## config.mk

```make
export PLATFORM = sky130hd
export DESIGN_NAME = mdu_issue_ctrl
export DESIGN_NICKNAME = d
export VERILOG_FILES = /design/src/rtl/mdu_issue_ctrl.sv
export SDC_FILE = /design/constraint.sdc
export NUM_CORES = 1
export LEC_CHECK = 0
export CAP_MARGIN = 20
export CORE_MARGIN = 2
export CORE_UTILIZATION = 50
export DETAILED_ROUTE_END_ITERATION = 8
export GPL_ROUTABILITY_DRIVEN = 1
export PLACE_DENSITY = 0.89
export SYNTH_ARGS = -nofsm -noshare
export SYNTH_HDL_FRONTEND = slang
export SYNTH_SLANG_ARGS = --single-unit
```

## constraint.sdc

```tcl
create_clock -name clk -period 3.8 [get_ports clk]
set_clock_uncertainty 0.05 [all_clocks]
set_input_delay 0.76 -clock clk [delete_from_list [all_inputs] [get_ports clk]]
set_output_delay 0.76 -clock clk [all_outputs]
set_load 0.005 [all_outputs]
```

## src/rtl/mdu_issue_ctrl.sv

```systemverilog
// mdu_issue_ctrl: issue/completion sequencer for the shared multiply/divide unit.
// Takes one RV32M op from EXE, pulses the MDU start, waits out the fixed multiply
// latency or the divider's done pulse, then holds the result on the writeback port
// until it is granted. Stalls the front of the pipe while the op is outstanding and
// publishes the pending rd for the hazard unit.
// Optional build macro: MDU_TIMEOUT_EN adds a divide watchdog that aborts the MDU,
// raises the sticky mdu_err and forces the op through writeback.
module mdu_issue_ctrl #(
    parameter int unsigned MUL_LAT     = 3,
    parameter int unsigned DIV_TIMEOUT = 40,
    parameter int unsigned CNT_W       = 6
) (
    input  logic       clk,
    input  logic       rst_n,
    input  logic       issue_valid,
    input  logic [2:0] issue_op,
    input  logic [4:0] issue_rd,
    input  logic       flush,
    input  logic       mdu_done,
    input  logic       wb_ready,
    output logic       mdu_start,
    output logic [2:0] mdu_op,
    output logic       mdu_abort,
    output logic       stall_req,
    output logic       busy_valid,
    output logic [4:0] busy_rd,
    output logic       wb_valid,
    output logic [4:0] wb_rd,
    output logic       issue_ack,
    output logic       mdu_err
);

    localparam logic [1:0] S_IDLE = 2'd0;
    localparam logic [1:0] S_MUL  = 2'd1;
    localparam logic [1:0] S_DIV  = 2'd2;
    localparam logic [1:0] S_WB   = 2'd3;

    // The counter must hold both the multiply preload and the watchdog limit.
    if ((MUL_LAT < 1) || ((64'd1 << CNT_W) <= 64'(MUL_LAT)) ||
        ((64'd1 << CNT_W) <= 64'(DIV_TIMEOUT))) begin : g_param_check
        $error("mdu_issue_ctrl: MUL_LAT must be >= 1 and 2^CNT_W > max(MUL_LAT, DIV_TIMEOUT)");
    end

    logic [1:0]       state_q, state_d;
    logic [CNT_W-1:0] cnt_q, cnt_d;
    logic [2:0]       op_q, op_d;
    logic [4:0]       rd_q, rd_d;

    logic accept;
    logic wb_fire;
    logic timeout_hit;

    assign accept  = (state_q == S_IDLE) & issue_valid & ~flush;
    assign wb_fire = (state_q == S_WB) & wb_ready & ~flush;

`ifdef MDU_TIMEOUT_EN
    logic err_q;

    // Watchdog fires in the last allowed DIV cycle; a flush or done in that cycle wins.
    assign timeout_hit = (state_q == S_DIV) & ~flush & ~mdu_done &
                         (cnt_q == CNT_W'(DIV_TIMEOUT - 1));

    // Sticky error flag, cleared only by reset.
    always_ff @(posedge clk or negedge rst_n) begin
        if (!rst_n) begin
            err_q <= 1'b0;
        end else if (timeout_hit) begin
            err_q <= 1'b1;
        end
    end

    assign mdu_err = err_q | timeout_hit;
`else
    assign timeout_hit = 1'b0;
    assign mdu_err     = 1'b0;
`endif

    // Next-state, counter and operand latch logic.
    always_comb begin
        state_d = state_q;
        cnt_d   = cnt_q;
        op_d    = op_q;
        rd_d    = rd_q;
        case (state_q)
            S_IDLE: begin
                if (accept) begin
                    op_d = issue_op;
                    rd_d = issue_rd;
                    if (issue_op[2]) begin
                        state_d = S_DIV;
                        cnt_d   = '0;
                    end else begin
                        state_d = S_MUL;
                        cnt_d   = CNT_W'(MUL_LAT - 1);
                    end
                end
            end
            S_MUL: begin
                if (flush) begin
                    state_d = S_IDLE;
                end else if (cnt_q == '0) begin
                    state_d = S_WB;
                end else begin
                    cnt_d = cnt_q - 1'b1;
                end
            end
            S_DIV: begin
                if (flush) begin
                    state_d = S_IDLE;
                end else if (mdu_done || timeout_hit) begin
                    state_d = S_WB;
                end else if (cnt_q != '1) begin
                    cnt_d = cnt_q + 1'b1;
                end
            end
            default: begin
                if (flush || wb_ready) begin
                    state_d = S_IDLE;
                end
            end
        endcase
    end

    // State and operand registers.
    always_ff @(posedge clk or negedge rst_n) begin
        if (!rst_n) begin
            state_q <= S_IDLE;
            cnt_q   <= '0;
            op_q    <= '0;
            rd_q    <= '0;
        end else begin
            state_q <= state_d;
            cnt_q   <= cnt_d;
            op_q    <= op_d;
            rd_q    <= rd_d;
        end
    end

    assign mdu_start  = accept;
    assign mdu_op     = op_q;
    assign mdu_abort  = ((state_q != S_IDLE) & flush) | timeout_hit;
    assign stall_req  = issue_valid & ~((state_q == S_WB) & wb_ready) & ~flush;
    assign busy_valid = (state_q != S_IDLE) & (rd_q != '0);
    assign busy_rd    = rd_q;
    // A flushed result is never offered to writeback.
    assign wb_valid   = (state_q == S_WB) & ~flush;
    assign wb_rd      = rd_q;
    assign issue_ack  = wb_fire;

endmodule

```

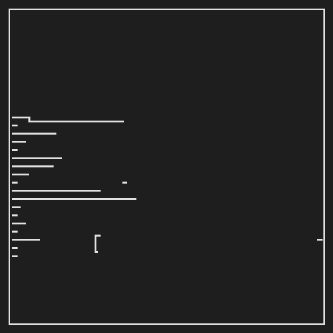
(M3 wires)
(6 px per µm)
longest straight run	20.5 µm
share of all routed wire	3.9%
nets with wire on the layer	20
wire length on this layer	97.5 µm
main direction	horizontal
routed wire length: 2514 µm
met3 usage: 6.857%
via count: 1027

==> flow_summary_export.csv <==
group,metric,value,unit
logic_synthesis,synthAoiAreaFrac,16.99,%
route,wire_per_inst,13.37,µm
job,max_cap_violations,0,
cts,cts_sinks,16,
logic_synthesis,synth.avg_cell_area,8.815,µm²
finish,fin_cells,188,
finish,drive_gt1_share,6.875,%
job,warning_count,31,
cts,h-tree-depth,1,
route,ant_nets,0,
run_status,outcome,"completed",
pwr,cellPowerDensity,889.6,mW/mm²
pwr,internal-power,0.7602,mW
worst_setup_path,crit_path_top_delay_cell,"clkdlybuf4s50_1",
route,dr_wl_met2,1266,µm
route,drc,0,
finish,largest-register,"cnt_q",
logic_synthesis,ys_sh_mux,2.796,%
logic_synthesis,fp_nets,156,
pwr,power_clock,0.0843,mW
logic_synthesis,simple_gate_share,23.55,%
sta,maxSlewHeadroom,52.90,%
route,drt-met1-wl,1139,µm
route,top_layer,"met4",
pwr,vdd_drop_max,0.5792,mV
global_route,grt_max_degree,17,
logic_synthesis,yosysTopAreaCell,"dfrtp_1",
global_route,grt_usage,21.64,%
logic_synthesis,topCombFamilyByArea,"simple AND/OR/NAND/NOR gates",
pwr,switching_share,42.71,%
sta,tns,0,ns
logic_synthesis,async_flop_share,100.0,%
finish,ff_count,16,
finish,comb_share,44.80,%
pwr,switchingPower,0.5667,mW
worst_setup_path,crit_cells,5,
pwr,clkPwrFrac,6.4,%
worst_setup_path,critPathMaxFanout,9,
floorplan,dieWidth,52.24,µm
min_path,worstHoldStart,"mdu_op[2]$_DFFE_PN0P_",
cts,cts_buffers,3,
finish,clock_buffers,3,
pwr,total_power,1.327,mW
global_route,grt-busiest-layer,"met2",
finish,antennaDiodeCount,0,
min_path,min_to,"mdu_op[2]$_DFFE_PN0P_",
sta,setup_viol,0,
worst_setup_path,rr_worst_depth,9,
route,route.met3.wl,97,µm
pwr,power.leakage,0.6744,nW
worst_setup_path,r2r-start,"state_q[0]$_DFFE_PN0P_",
worst_setup_path,cp_top_family,"buffers and inverters",
cts,worstSkewPairLatency,0.28,ns
finish,regArea,400.4,µm²
logic_synthesis,yosys_warnings,0,
global_route,antenna_found_initial,0,
place,place_area,0.001469,mm²
global_route,grt_pass1_vias,1034,
worst_setup_path,endpoint_kind,"output pin",
logic_synthesis,synth_area,0.001164,mm²
global_route,grt-ovfl-total,0,
cts,clk_path_buf_depth,2,
finish,comb_cells,99,
floorplan,core,0.002212,mm²
logic_synthesis,netlist_instances,132,
worst_setup_path,required,2.99,ns
route,drt-pass1-iter-count,4,
sta,hold_slack,0.4528,ns
place,port_buffers,32,
finish,inv_count,8,
min_path,min_path_cells,2,
logic_synthesis,top_cells_by_count,"nand2_1, dfrtp_1, ha_1",
finish,layout.nets,186,
logic_synthesis,synth-adder-area-share,10.75,%
logic_synthesis,synthTopCellsByArea,"dfrtp_1, ha_1, nand2_1",
worst_setup_path,critPathLaunch,"flush",
logic_synthesis,synth_xor_xnor_area_share,3.011,%
finish,seq_share,26.85,%
pwr,comb-power,0.893,mW
global_route,use_met1,24.36,%
logic_synthesis,ys_seq_share,34.41,%
worst_setup_path,arrival,2.29,ns
logic_synthesis,most_common_cell,"nand2_1",
sta,maxClockFrequency,322.8,MHz
cts,cts_hold_buf,0,
worst_setup_path,cp_num_buf_inv,4,
cts,clockRootBuffer,"clkbuf_4",
pwr,p_seq,0.350,mW
pwr,power_leader,"combinational logic",
route,detail_route.iter0.violations,27,
floorplan,fp-utilization,52.60,%
floorplan,die_height,52.24,µm
floorplan,die_area,0.002729,mm²
logic_synthesis,synthDistinctLibCells,41,
floorplan,ios,34,
finish,comb_area,668.1,µm²
worst_setup_path,cpPeakStageDelay,0.52,ns
worst_setup_path,crit_end,"mdu_start",
sta,fin_crit_sh,81.52,%
global_route,grt_pass1_wl,4429,µm
worst_setup_path,r2r-end,"cnt_q[5]$_DFFE_PN0P_",
finish,fin_util,67.42,%
floorplan,rows,17,
worst_setup_path,reg2reg_slack,1.26,ns
place,place_ws,0.7031,ns
logic_synthesis,synth.top_cell.area_share,34.41,%
cts,cts.repair.resized,0,
logic_synthesis,ys_dominant_reg_cell,"dfrtp_1",
sta,hold_violations,0,
sta,drv_slew,0,
finish,layout_top_cell,"clkdlybuf4s50_1",
route,viasPerCell,5.463,
worst_setup_path,start_kind,"primary input",
sta,tightest_slew,0.7043,ns
pwr,power_frac_comb,67.3,%
cts,cts_tree,"done",
logic_synthesis,ys_chip_area,0.001164,mm²
place,hpwl,2018,µm
finish,buf_share,22.48,%
finish,largest_reg_flops,6,
finish,final_cell_mix,"clkdlybuf4s50_1, nand2_1, dfrtp_1, ha_1, a21oi_1",
sta,fin_crit,3.098,ns
worst_setup_path,critPathKind,"primary input to output pin",
finish,clkCellAreaFrac,1.510,%
cts,clk_pin_slew_worst_paths,0.09,ns
global_route,gr-usage-met2,39.66,%
finish,n_fill_cell,181,
logic_synthesis,synth_flops,16,
finish,largest_class,"logic gates",
place,place_congestion,0.8483,
floorplan,num_tap_cells,28,
place,dp.cells,185,
logic_synthesis,synth-edff-count,0,
worst_setup_path,crit_chain,"clkdlybuf4s50_1 > inv_1 > nand3_1 > clkinv_1 > clkdlybuf4s50_1",
cts,post-cts-setup-buffers,0,
pwr,seq_power_share,26.4,%
worst_setup_path,cp_common_cell,"clkdlybuf4s50_1",
min_path,hp-class,"register to register",
logic_synthesis,synth_stat.cells,132,
sta,rsz0062_at_grt,"false",
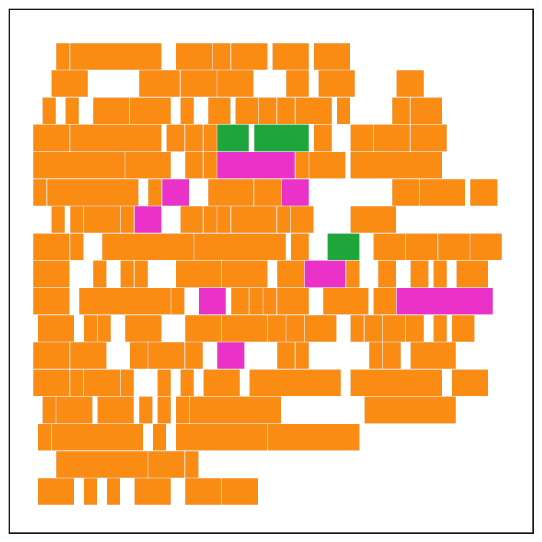
(cells by drive strength)
(10 px per µm)
colour	size	cells
magenta	_3 and _4 cells	8
orange	_0 and _1 cells	149
green	_2 cells	3
fin area: 0.001491 mm²
Non-clk bufs: 34
worst setup margin: 0.7024 ns
Layout area overhead: 28.17%

Power is estimated from default activity; no workload was simulated.
